### Layout detail

Region (43, 47) to (73, 77) um. Cells in gray, sequential cells in the stronger gray; small squares are vias.
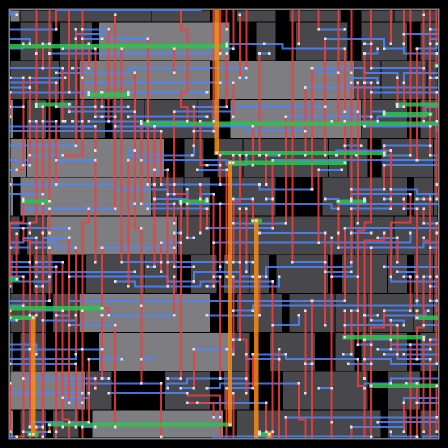
### Metal 1

Drawn at 3 px/um. Supply wires on this layer in gray.
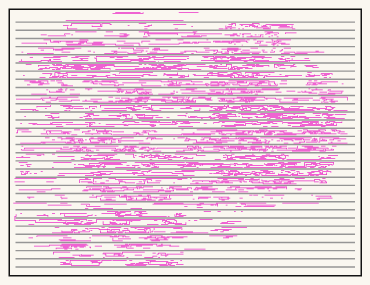
### Routing congestion

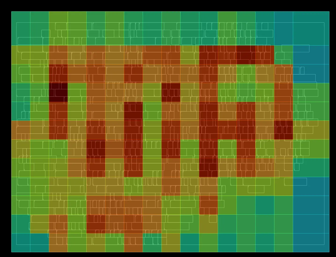
### Metal layers overlaid

Drawn at 3 px/um. Two of the layers only.
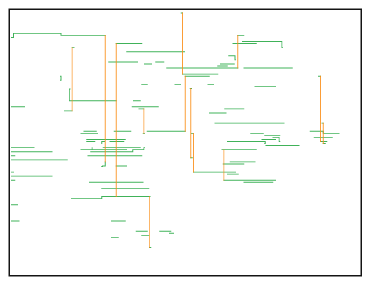
`src/rtl/keypad_pkg.sv`:
```
// Shared types, constants and the hit-vector decoder for the 4x4 keypad scanner.
package keypad_pkg;

  localparam int NUM_ROWS = 4;
  localparam int NUM_COLS = 4;
  localparam int NUM_KEYS = NUM_ROWS * NUM_COLS;

  // A scan result or debounced state: valid=0 means no key (or a rejected ghost).
  typedef struct packed {
    logic       valid;
    logic [3:0] code;
  } key_t;

  localparam key_t KEY_NONE = '{valid: 1'b0, code: 4'h0};

  // Key map indexed {row, col}; nibble i holds the code for row i/4, column i%4.
  //   r0: 1 2 3 A   r1: 4 5 6 B   r2: 7 8 9 C   r3: 0 F E D
  localparam logic [63:0] KEY_MAP = 64'hDEF0_C987_B654_A321;

  // Column currently driven low by the scanner.
  typedef enum logic [1:0] {
    COL0 = 2'd0,
    COL1 = 2'd1,
    COL2 = 2'd2,
    COL3 = 2'd3
  } col_state_t;

  // One-hot hit vector -> key; zero or multiple hits give KEY_NONE.
  function automatic key_t decode_hits(input logic [NUM_KEYS-1:0] hits);
    key_t k;
    int   n;
    k = KEY_NONE;
    n = 0;
    for (int i = 0; i < NUM_KEYS; i++) begin
      if (hits[i]) begin
        n++;
        k.code = KEY_MAP[i*4 +: 4];
      end
    end
    if (n == 1) k.valid = 1'b1;
    else        k = KEY_NONE;
    return k;
  endfunction

endpackage

```
`src/rtl/keypad_if.sv`:
```
// Keypad matrix and key-event signals between the scanner and its neighbours.
// Outputs are plain registered levels; key_valid is a one-cycle strobe with no
// back-pressure: the consumer must accept it in the cycle it is high.
interface keypad_if;
  logic [3:0] row;
  logic [3:0] col;
  logic [3:0] key_code;
  logic       key_valid;
  logic       key_held;
  logic [3:0] disp_val;
  logic [1:0] scan_idx;

  modport master (
    input  row,
    output col, key_code, key_valid, key_held, disp_val, scan_idx
  );

  modport slave (
    output row,
    input  col, key_code, key_valid, key_held, disp_val, scan_idx
  );
endinterface

```
`src/rtl/keypad_debounce.sv`:
```
// Scan-level debouncer: the debounced state changes only after DEBOUNCE_SCANS
// consecutive identical scan results. state_next/change are valid in the
// scan_done cycle so the caller can register its outputs on the same edge.
module keypad_debounce
  import keypad_pkg::*;
#(
  parameter int DEBOUNCE_SCANS = 4
) (
  input  logic clock,
  input  logic reset,
  input  logic scan_done,
  input  key_t scan_result,
  output key_t state,
  output key_t state_next,
  output logic change
);

  localparam int             CW      = $clog2(DEBOUNCE_SCANS + 1);
  localparam logic [CW-1:0] CNT_MAX = CW'(DEBOUNCE_SCANS);

  key_t          prev;
  logic [CW-1:0] match_cnt;
  logic [CW-1:0] cnt_next;

  // Next match count and whether this scan commits a new debounced state.
  always_comb begin
    cnt_next   = match_cnt;
    change     = 1'b0;
    state_next = state;
    if (scan_done) begin
      if (scan_result == prev)
        cnt_next = (match_cnt == CNT_MAX) ? CNT_MAX : match_cnt + 1'b1;
      else
        cnt_next = CW'(1);
      if (cnt_next == CNT_MAX && scan_result != state) begin
        change     = 1'b1;
        state_next = scan_result;
      end
    end
  end

  // Debounce registers advance once per completed scan.
  always_ff @(posedge clock or posedge reset) begin
    if (reset) begin
      prev      <= KEY_NONE;
      match_cnt <= '0;
      state     <= KEY_NONE;
    end else if (scan_done) begin
      prev      <= scan_result;
      match_cnt <= cnt_next;
      state     <= state_next;
    end
  end

endmodule

```
`src/rtl/keypad_scanner.sv`:
```
// 4x4 keypad scanner: column drive, row synchroniser, hit collection, scan
// decode, debounce and key-event outputs.
module keypad_scanner
  import keypad_pkg::*;
#(
  parameter int SCAN_DIV       = 100000,
  parameter int DEBOUNCE_SCANS = 4
) (
  input logic      clock,
  input logic      reset,
  keypad_if.master kp
);

  localparam int            DW         = (SCAN_DIV > 1) ? $clog2(SCAN_DIV) : 1;
  localparam logic [DW-1:0] DWELL_LAST = DW'(SCAN_DIV - 1);

  logic [3:0]          row_meta, row_sync;
  logic [DW-1:0]       dwell;
  col_state_t          col_state, col_next;
  logic [3:0]          col_q;
  logic [NUM_KEYS-1:0] hits, hits_sampled, hits_full;
  logic                sample_pend;
  logic                last_dwell;
  key_t                scan_result;
  logic                scan_done;
  key_t                deb_state, deb_next;
  logic                deb_change;
  logic [3:0]          key_code_q, disp_val_q;
  logic                key_valid_q;

  // Two-flop synchroniser on the asynchronous row inputs.
  always_ff @(posedge clock or posedge reset) begin
    if (reset) begin
      row_meta <= 4'hF;
      row_sync <= 4'hF;
    end else begin
      row_meta <= kp.row;
      row_sync <= row_meta;
    end
  end

  assign last_dwell = (dwell == DWELL_LAST);

  // Column sequence advances only at the end of each dwell period.
  always_comb begin
    col_next = col_state;
    if (last_dwell) begin
      case (col_state)
        COL0:    col_next = COL1;
        COL1:    col_next = COL2;
        COL2:    col_next = COL3;
        default: col_next = COL0;
      endcase
    end
  end

  // Hit vector with the current column's synchronised rows merged in (active-low).
  always_comb begin
    hits_sampled = hits;
    for (int r = 0; r < NUM_ROWS; r++)
      hits_sampled[r*NUM_COLS + int'(col_state)] = ~row_sync[r];
  end

  // Scan FSM: dwell counter, column drive, per-column sampling, scan hand-off.
  // col is loaded from the next column so it lines up with col_state.
  always_ff @(posedge clock or posedge reset) begin
    if (reset) begin
      dwell       <= '0;
      col_state   <= COL0;
      col_q       <= 4'b1111;
      hits        <= '0;
      hits_full   <= '0;
      sample_pend <= 1'b0;
    end else begin
      sample_pend <= 1'b0;
      dwell       <= last_dwell ? '0 : dwell + 1'b1;
      col_state   <= col_next;
      col_q       <= ~(4'b0001 << col_next);
      if (last_dwell) begin
        if (col_state == COL3) begin
          hits_full   <= hits_sampled;
          hits        <= '0;
          sample_pend <= 1'b1;
        end else begin
          hits <= hits_sampled;
        end
      end
    end
  end

  // Scan result register: decode the completed hit vector.
  always_ff @(posedge clock or posedge reset) begin
    if (reset) begin
      scan_result <= KEY_NONE;
      scan_done   <= 1'b0;
    end else begin
      scan_done <= sample_pend;
      if (sample_pend) scan_result <= decode_hits(hits_full);
    end
  end

  keypad_debounce #(
    .DEBOUNCE_SCANS(DEBOUNCE_SCANS)
  ) u_debounce (
    .clock      (clock),
    .reset      (reset),
    .scan_done  (scan_done),
    .scan_result(scan_result),
    .state      (deb_state),
    .state_next (deb_next),
    .change     (deb_change)
  );

  // Key event outputs, registered on the same edge the debounced state changes.
  always_ff @(posedge clock or posedge reset) begin
    if (reset) begin
      key_code_q  <= 4'h0;
      disp_val_q  <= 4'hF;
      key_valid_q <= 1'b0;
    end else begin
      key_valid_q <= 1'b0;
      if (deb_change && deb_next.valid) begin
        key_valid_q <= 1'b1;
        key_code_q  <= deb_next.code;
        disp_val_q  <= deb_next.code;
      end
    end
  end

  assign kp.col       = col_q;
  assign kp.key_code  = key_code_q;
  assign kp.key_valid = key_valid_q;
  assign kp.key_held  = deb_state.valid;
  assign kp.disp_val  = disp_val_q;
  assign kp.scan_idx  = col_state;

endmodule

```
`src/flat_wrapper.sv`:
```
// flat-port wrapper written by rule: the top's interface ports become plain ports
module keypad_scanner_flat import keypad_pkg::*;
#(
  parameter int SCAN_DIV       = 100000,
  parameter int DEBOUNCE_SCANS = 4
)
  (clock, reset, kp_row, kp_col, kp_key_code, kp_key_valid, kp_key_held, kp_disp_val, kp_scan_idx);
  keypad_if kp_i ();
  input logic clock;
  input logic reset;
  input wire logic [$bits(kp_i.row)-1:0] kp_row;
  output wire logic [$bits(kp_i.col)-1:0] kp_col;
  output wire logic [$bits(kp_i.key_code)-1:0] kp_key_code;
  output wire logic [$bits(kp_i.key_valid)-1:0] kp_key_valid;
  output wire logic [$bits(kp_i.key_held)-1:0] kp_key_held;
  output wire logic [$bits(kp_i.disp_val)-1:0] kp_disp_val;
  output wire logic [$bits(kp_i.scan_idx)-1:0] kp_scan_idx;
  assign kp_i.row = kp_row;
  assign kp_col = kp_i.col;
  assign kp_key_code = kp_i.key_code;
  assign kp_key_valid = kp_i.key_valid;
  assign kp_key_held = kp_i.key_held;
  assign kp_disp_val = kp_i.disp_val;
  assign kp_scan_idx = kp_i.scan_idx;
  keypad_scanner #(.SCAN_DIV(SCAN_DIV), .DEBOUNCE_SCANS(DEBOUNCE_SCANS)) u_core (.clock(clock), .reset(reset), .kp(kp_i));
endmodule
```
`config.mk`:
```
export PLATFORM = sky130hd
export DESIGN_NAME = keypad_scanner_flat
export DESIGN_NICKNAME = d
export VERILOG_FILES = /design/src/rtl/keypad_pkg.sv /design/src/rtl/keypad_if.sv /design/src/rtl/keypad_debounce.sv /design/src/rtl/keypad_scanner.sv /design/src/flat_wrapper.sv
export SDC_FILE = /design/constraint.sdc
export NUM_CORES = 1
export LEC_CHECK = 0
export CAP_MARGIN = 10
export CORE_ASPECT_RATIO = 0.75
export CORE_MARGIN = 1.5
export CORE_UTILIZATION = 60
export DETAILED_ROUTE_END_ITERATION = 8
export PLACE_DENSITY = 0.88
export SYNTH_ARGS = -nofsm -noshare
export SYNTH_HDL_FRONTEND = slang
export SYNTH_SLANG_ARGS = --single-unit
```
`constraint.sdc`:
```
create_clock -name clock -period 9.8 [get_ports clock]
set_input_delay 1.96 -clock clock [delete_from_list [all_inputs] [get_ports clock]]
set_output_delay 1.96 -clock clock [all_outputs]
set_load 0.005 [all_outputs]
```
==> results_dict.tcl <==
# flow metrics
set metrics [dict create \
    cpPeakStageDelay_ns 0.43 \
    post_cts_buffers 1 \
    outcome "finished clean" \
    buf_share 0.0461 \
    max_cap_viol_count 0 \
    async_flop_share 1.00 \
    cts_tree "built" \
    numClockSinks 88 \
    min_period_ns 9.49 \
    netlist_area_sq_um 5830 \
    ys_sh_adder 0.0494 \
    top_layer "met4" \
    cp.arrival_ns 9.73 \
    hold_path_class "flip-flop to flip-flop" \
    comb_area_sq_um 3430 \
    p_leak_nw 2.83 \
    clkCellAreaFrac 0.0448 \
    cts.clk_slew.worst_paths_ns 0.06 \
    port_buffers 21 \
    cp.required_ns 10.04 \
    clock_path_buffers 2 \
    via_per_inst 6.09 \
    ant_nets 0 \
    topCellsByArea "dfrtp_1 31%, dfstp_2 7.2%, nand2_1 5.3%" \
    wl_met2_mm 6.36 \
    signal_buffers 33 \
    ys.warnings.count 0 \
    core_area_sq_um 9230 \
    r2r_setup_slack_ns 0.31 \
    ff_count 88 \
    comb_cells 477 \
    grt_first_pass_wirelength_mm 21.4 \
    ctsHoldBuffers 0 \
    numCtsBuffers 9 \
    setup_viol 0 \
    r2r_end "u_core.scan_result[1]" \
]
About 'Layout detail':
met4: drawn in orange. met2: drawn in red. met1: drawn in blue. met3: drawn in green.
78 logic cells have their middle in the window. Netlist names of flops here include u_core.hits_full (5), u_core.scan_result (3), u_core.kp.disp_val (2). Most frequent: nand2_1 (9), dfrtp_1 (9). Sequential cells in the window: 11.

About 'Metal 1':
The layer carries 5,790 um of wire. The wires run mostly horizontal. 636 nets have wire on it.
via count: 4,695
WL final: 13.1 mm
M1 GR Usage: 0.353

About 'Routing congestion':
wire per inst: 17.0 um
M2 GR Usage: 0.434

About 'Metal layers overlaid':
met3: drawn in green, wire length 657 um. met4: drawn in orange, wire length 264 um.
total global routing track utilization: 0.265

[placed cells by master, fill, tap and decap left out, types with 4 or more instances in the layout]
master and count:
inv_1 25, a21oi_1 30, nor2b_1 10, xnor2_1 29, clkinv_2 4, a22o_1 7
nand3_1 21, ha_1 21, nand2_1 77, xor2_1 29, or3_1 6, clkdlybuf4s50_1 21
mux2i_1 7, buf_4 12, nor3_1 14, xnor3_1 5, o21ai_0 44, nor4_1 4
and3_1 4, nor2_1 38, clkbuf_16 9, nand3b_1 4, and2_1 4, nand2_2 5
o22ai_1 4, mux2_2 20, dfrtp_1 72, o21ai_1 7, nand4_1 8, o211ai_1 6
dfstp_2 16, nor3b_1 4, a31oi_1 5
[worst max-delay path by stage]
stage | endpoint | slack, ns | cells after the start
2_1_floorplan | u_core.scan_result[1] | 0.84 | 51
3_3_place_gp | u_core.scan_result[1] | 0.53 | 50
3_5_place_dp | u_core.scan_result[1] | -0.06 | 50
4_1_cts | u_core.scan_result[1] | 0.01 | 50
5_1_grt | u_core.scan_result[1] | -0.22 | 49
6_report | u_core.scan_result[1] | 0.31 | 49
[where the power goes]
part	internal [mW]	total [mW]	switching, mW
clock	0.203	0.333	0.130
combinational	0.00239	0.00987	0.00748
sequential	0.367	0.368	0.00133
total	0.572	0.711	0.139
[critical path: cells and delay by family, from the launching register on]
kind / cells / cell delay (ns)
multiplexers: 3 / 0.84
XOR/XNOR: 1 / 0.15
AND/OR/NAND/NOR: 15 / 1.81
buffers and inverters: 3 / 0.20
adder cells (fa/ha/maj): 14 / 4.25
AND-OR/OR-AND: 13 / 1.71
flip-flops: 1 / 0.41
[stage by stage]
| stage | hold slack [ns] | TNS [ns] | power (mW) | util |
|---|---|---|---|---|
| 4_1_cts | 0.357 | 0 | 0.716 | 0.692 |
| 5_1_grt | 0.358 | -0.671 | 0.733 | 0.705 |
| 3_3_place_gp | 0.346 | 0 | 0.384 | 0.658 |
| 2_1_floorplan | 0.345 | 0 | 0.380 | - |
| 3_5_place_dp | 0.348 | -0.0635 | 0.384 | 0.658 |
| 6_report | 0.356 | 0 | 0.711 | 0.705 |
[sequential cells by signal, summed over array words and instances (netlist names)]
| signal | count |
|---|---|
| u_core.hits | 12 |
| u_core.sample_pend | 1 |
| u_core.scan_result | 5 |
| u_core.kp.scan_idx | 2 |
| u_core.hits_full | 16 |
| u_core.u_debounce.match_cnt | 3 |
| u_core.kp.key_valid | 1 |
| u_core.row_meta | 4 |
| u_core.kp.key_code | 4 |
| u_core.kp.disp_val | 4 |
| u_core.dwell | 17 |
| u_core.kp.col | 4 |
| u_core.row_sync | 4 |
| u_core.scan_done | 1 |
| u_core.u_debounce.prev | 5 |
| u_core.u_debounce.state | 5 |
[cells in the mapped netlist (all sizes together) (7+ instances only)]
master  count
a21oi      31
a22o        7
buf         8
clkbuf     23
dfrtp      72
dfstp      16
ha         23
inv        29
mux2       22
mux2i       7
nand2      82
nand3      21
nand4       8
nor2       41
nor2b      11
nor3       14
o211ai      7
o21ai      53
or3         7
xnor2      33
xnor3       7
xor2       31
[routing by layer]
metal,vias up,track usage
li1,2213,-
met1,2300,0.353
met2,154,0.434
met3,28,0.0562
met4,0,0.0942
met5,-,0
No activity file was given, so power comes from the tool's default toggle rates.
